zoom.png
Scale bar: 10 um. Window x 20 to 60, y 4 to 44 um. Cells in gray, sequential cells in the stronger gray; small squares are vias.
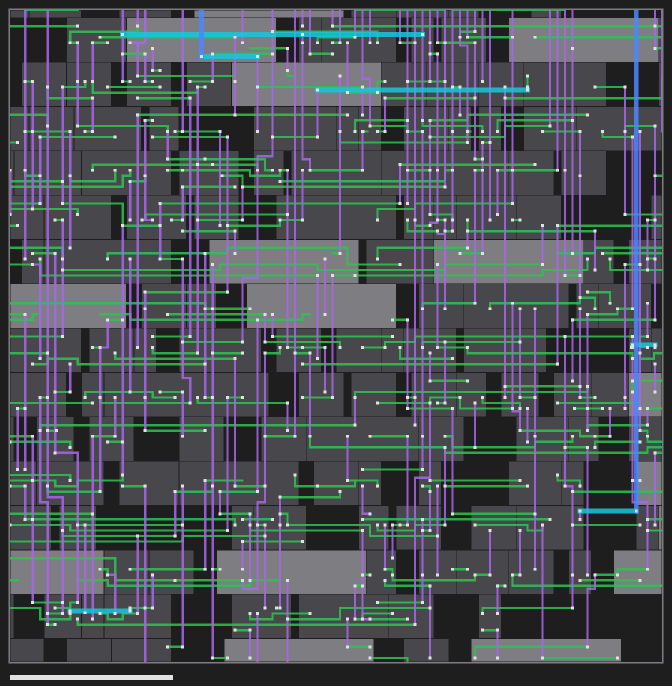
met2.png
Scale bar: 20 um. Cells faint in the background.
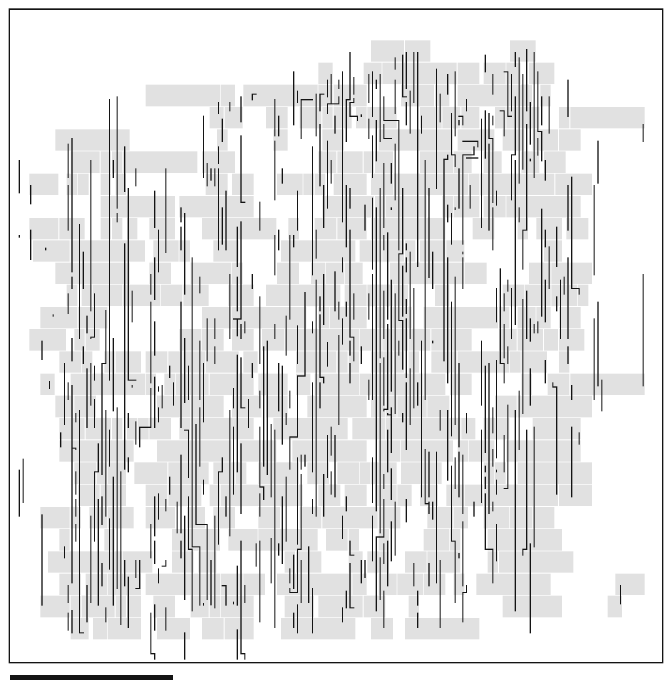
===== src/rtl/commu_slot.sv =====
// TDMA slot scheduler: counts slots per frame, opens this node's slot and supervises the burst.
// Optional build macro COMMU_SLOT_SHORT_EN forces a 100-cycle slot and 10-cycle guard for fast simulation.
module commu_slot #(
  parameter logic [31:0] SLOT_LEN = 32'd50_000,
  parameter logic [31:0] GUARD    = 32'd1_000,
  parameter logic [3:0]  NUM_SLOT = 4'd8
) (
  input  logic       clk_sys,
  input  logic       rst_n,
  input  logic       slot_begin,
  input  logic       slot_en,
  input  logic [3:0] node_id,
  input  logic       done_tail,
  output logic       slot_rdy,
  output logic [3:0] slot_idx,
  output logic       in_frame,
  output logic       slot_miss,
  output logic       frame_done
);

`ifdef COMMU_SLOT_SHORT_EN
  localparam logic [31:0] EFF_LEN   = 32'd100;
  localparam logic [31:0] EFF_GUARD = 32'd10;
`else
  localparam logic [31:0] EFF_LEN   = SLOT_LEN;
  localparam logic [31:0] EFF_GUARD = GUARD;
`endif

  localparam logic [31:0] LEN_M1   = EFF_LEN - 32'd1;
  localparam logic [31:0] GUARD_M1 = EFF_GUARD - 32'd1;
  localparam logic [3:0]  LAST_IDX = NUM_SLOT - 4'd1;

  typedef enum logic [1:0] {S_IDLE, S_COUNT, S_RDY, S_TX} state_t;

  state_t      r_state;
  state_t      w_state_nxt;
  logic [31:0] r_cnt;
  logic [3:0]  r_idx;
  logic [3:0]  r_id_q;
  logic        w_start;
  logic        w_slot_end;
  logic        w_frame_end;
  logic        w_miss;

  assign w_start     = slot_begin & slot_en;
  assign w_slot_end  = (r_cnt == LEN_M1);
  assign w_frame_end = (r_state != S_IDLE) & w_slot_end & (r_idx == LAST_IDX);

  // NOTE: every combinational output gets a default first, so no path can infer a latch.
  always_comb begin
    w_state_nxt = r_state;
    w_miss      = 1'b0;
    if (w_start) begin
      // A frame-start pulse always restarts; an open or active burst is reported as missed.
      w_state_nxt = S_COUNT;
      w_miss      = (r_state == S_RDY) || (r_state == S_TX);
    end else begin
      case (r_state)
        S_COUNT: begin
          if ((r_idx == r_id_q) && (r_cnt == GUARD_M1)) w_state_nxt = S_RDY;
          else if (w_frame_end)                         w_state_nxt = S_IDLE;
        end
        S_RDY: w_state_nxt = S_TX;
        S_TX: begin
          if (w_frame_end) begin
            w_state_nxt = S_IDLE;
            w_miss      = ~done_tail;
          end else if (done_tail) begin
            w_state_nxt = S_COUNT;
          end else if (w_slot_end) begin
            w_state_nxt = S_COUNT;
            w_miss      = 1'b1;
          end
        end
        default: w_state_nxt = S_IDLE;
      endcase
    end
  end

  // NOTE: sequential state uses non-blocking assignments so all registers update from pre-edge values.
  always_ff @(posedge clk_sys or negedge rst_n) begin
    if (!rst_n) begin
      r_state <= S_IDLE;
      r_cnt   <= '0;
      r_idx   <= '0;
      r_id_q  <= '0;
    end else begin
      r_state <= w_state_nxt;
      if (w_start) begin
        r_cnt  <= '0;
        r_idx  <= '0;
        r_id_q <= node_id;
      end else if (r_state != S_IDLE) begin
        if (w_frame_end) begin
          r_cnt <= '0;
          r_idx <= '0;
        end else if (w_slot_end) begin
          r_cnt <= '0;
          r_idx <= r_idx + 4'd1;
        end else begin
          r_cnt <= r_cnt + 32'd1;
        end
      end
    end
  end

  assign slot_rdy   = (r_state == S_RDY);
  assign in_frame   = (r_state != S_IDLE);
  assign slot_idx   = r_idx;
  assign slot_miss  = w_miss;
  assign frame_done = w_frame_end;

endmodule

===== config.mk =====
export PLATFORM = sky130hd
export DESIGN_NAME = commu_slot
export DESIGN_NICKNAME = d
export VERILOG_FILES = /design/src/rtl/commu_slot.sv
export SDC_FILE = /design/constraint.sdc
export NUM_CORES = 1
export LEC_CHECK = 0
export CAP_MARGIN = 5
export CELL_PAD_IN_SITES_DETAIL_PLACEMENT = 0
export CELL_PAD_IN_SITES_GLOBAL_PLACEMENT = 1
export CORE_MARGIN = 2
export CORE_UTILIZATION = 40
export DETAILED_ROUTE_END_ITERATION = 7
export PLACE_DENSITY_LB_ADDON = 0.2
export SLEW_MARGIN = 15
export SYNTH_ARGS = -nofsm -noshare
export SYNTH_HDL_FRONTEND = slang
export SYNTH_SLANG_ARGS = --single-unit

===== constraint.sdc =====
create_clock -name clk_sys -period 1.8 [get_ports clk_sys]
set_clock_uncertainty 0.15 [all_clocks]
set_input_delay 0.36 -clock clk_sys [delete_from_list [all_inputs] [get_ports clk_sys]]
set_output_delay 0.36 -clock clk_sys [all_outputs]
set_load 0.005 [all_outputs]

==> flow_summary.toml <==
# flow metrics
[status]
outcome = "complete, but fails checks"
failing_checks = "negative setup slack"

[clock_network]
clock_latency_ns = 0.29
clk_path_buf_depth = 2
worst_setup_hold_path_clk_slew_ns = 0.08
cts_root_buffer = "sky130_fd_sc_hd__clkbuf_8"

[pwr]
cellInternalPower_uw = 1470
post-layout-total-power_uw = 1960
clock_group_uw = 629
net-switching-power_uw = 499
sequentialPowerShare_pct = 51.6
sw_frac_of_total_pct = 25.4

[synth]
netlist-cell-type-count = 45
ys_seq_share_pct = 45.7
synthTopLogicFamily = "simple AND/OR/NAND/NOR gates"
compound_area_share_pct = 8.76
synthesis.yosys.warnings = 0
synthMostInstantiatedCell = "sky130_fd_sc_hd__dfrtp_1"
fa_ha_area_share_pct = 1.09
synth_area_um2 = 2300

[drt]
first_iter_violations = 119
dr_wl_met2_um = 2950
post_detailed_route_drc_marker_count = 0

[global_route]
grt_start_max_net_pins = 26
global_route.overflow_total = 0
grt_antenna_before_repair = 0

[placed_design]
dpl_cell_area_um2 = 3120
numPlacedInstances = 399

[timing]
timing_max_transition_violations_final = 0
grt_setup_unrepaired = "true"
layout_worst_path_cycle_share_pct = 133
max_slew.worst_pin.slew_ns = 0.460
finalSetupViolCount = 40
finalWorstSetupSlack_ns = -0.589

[cells_and_area]
syn2layout_area_growth_pct = 51.6
finish.cell_count_without_fillers = 422

[die]
design.die.area_um2 = 6370
ios = 17

[critical_path]
path_depth = 8
timing_worst_setup_path_type = "reg2out"

[hold_path]
min_path_type = "reg2reg"
-- zoom.png (at the start) --
Key: purple = met2; blue = met4; cyan = met3; green = met1
129 logic cells have their middle in the window. Netlist names of flops here include `r_cnt` (9), `r_state` (2). Most frequent: buf_4 (32), nor2_1 (15), dfrtp_1 (11). Sequential cells in the window: 11.

-- met2.png (at the start) --
296 nets have wire on it. The longest straight run is 37.1 um. The layer carries 2950 um of wire. The layer holds 48% of the routed length. The wires run mostly vertical.
Total Wirelength: 6180 um
overall via count from detail_route: 2167

## layout by cell type, fill, tap and decap left out, types with 3 or more instances in the layout
| cell type | n |
|---|---|
| sky130_fd_sc_hd__buf_4 | 72 |
| sky130_fd_sc_hd__dfrtp_1 | 42 |
| sky130_fd_sc_hd__nor2_1 | 39 |
| sky130_fd_sc_hd__nand2_1 | 26 |
| sky130_fd_sc_hd__xor2_1 | 20 |
| sky130_fd_sc_hd__buf_6 | 15 |
| sky130_fd_sc_hd__nand3_1 | 13 |
| sky130_fd_sc_hd__nand4_1 | 12 |
| sky130_fd_sc_hd__and3_1 | 7 |
| sky130_fd_sc_hd__clkdlybuf4s50_1 | 7 |
| sky130_fd_sc_hd__xnor2_1 | 6 |
| sky130_fd_sc_hd__clkbuf_8 | 6 |
| sky130_fd_sc_hd__o21ai_0 | 5 |
| sky130_fd_sc_hd__a21oi_1 | 5 |
| sky130_fd_sc_hd__a21oi_2 | 4 |
| sky130_fd_sc_hd__nor4_2 | 3 |
| sky130_fd_sc_hd__nor2b_1 | 3 |
| sky130_fd_sc_hd__nand3_4 | 3 |
| sky130_fd_sc_hd__or3_1 | 3 |
| sky130_fd_sc_hd__buf_2 | 3 |
| sky130_fd_sc_hd__dlymetal6s2s_1 | 3 |
## how the worst min path moves through the flow
stage / start / endpoint / slack [ns]
global placement: rst_n / r_cnt[7] / 0.18
global route: r_id_q[0] / r_id_q[0] / 0.40
floorplan: rst_n / r_cnt[0] / -0.09
finish: r_id_q[2] / r_id_q[2] / 0.36
CTS: r_id_q[2] / r_id_q[2] / 0.36
detailed placement: rst_n / r_cnt[7] / 0.18
## cell type report
class	instances	share of cell area, %
clock buffers	7	2.48
repair buffers	106	26.2
multi-input cells	191	38.1
clock inverters	1	0.144
well taps	72	2.58
flip-flops and latches	42	30.2
inverters	3	0.323
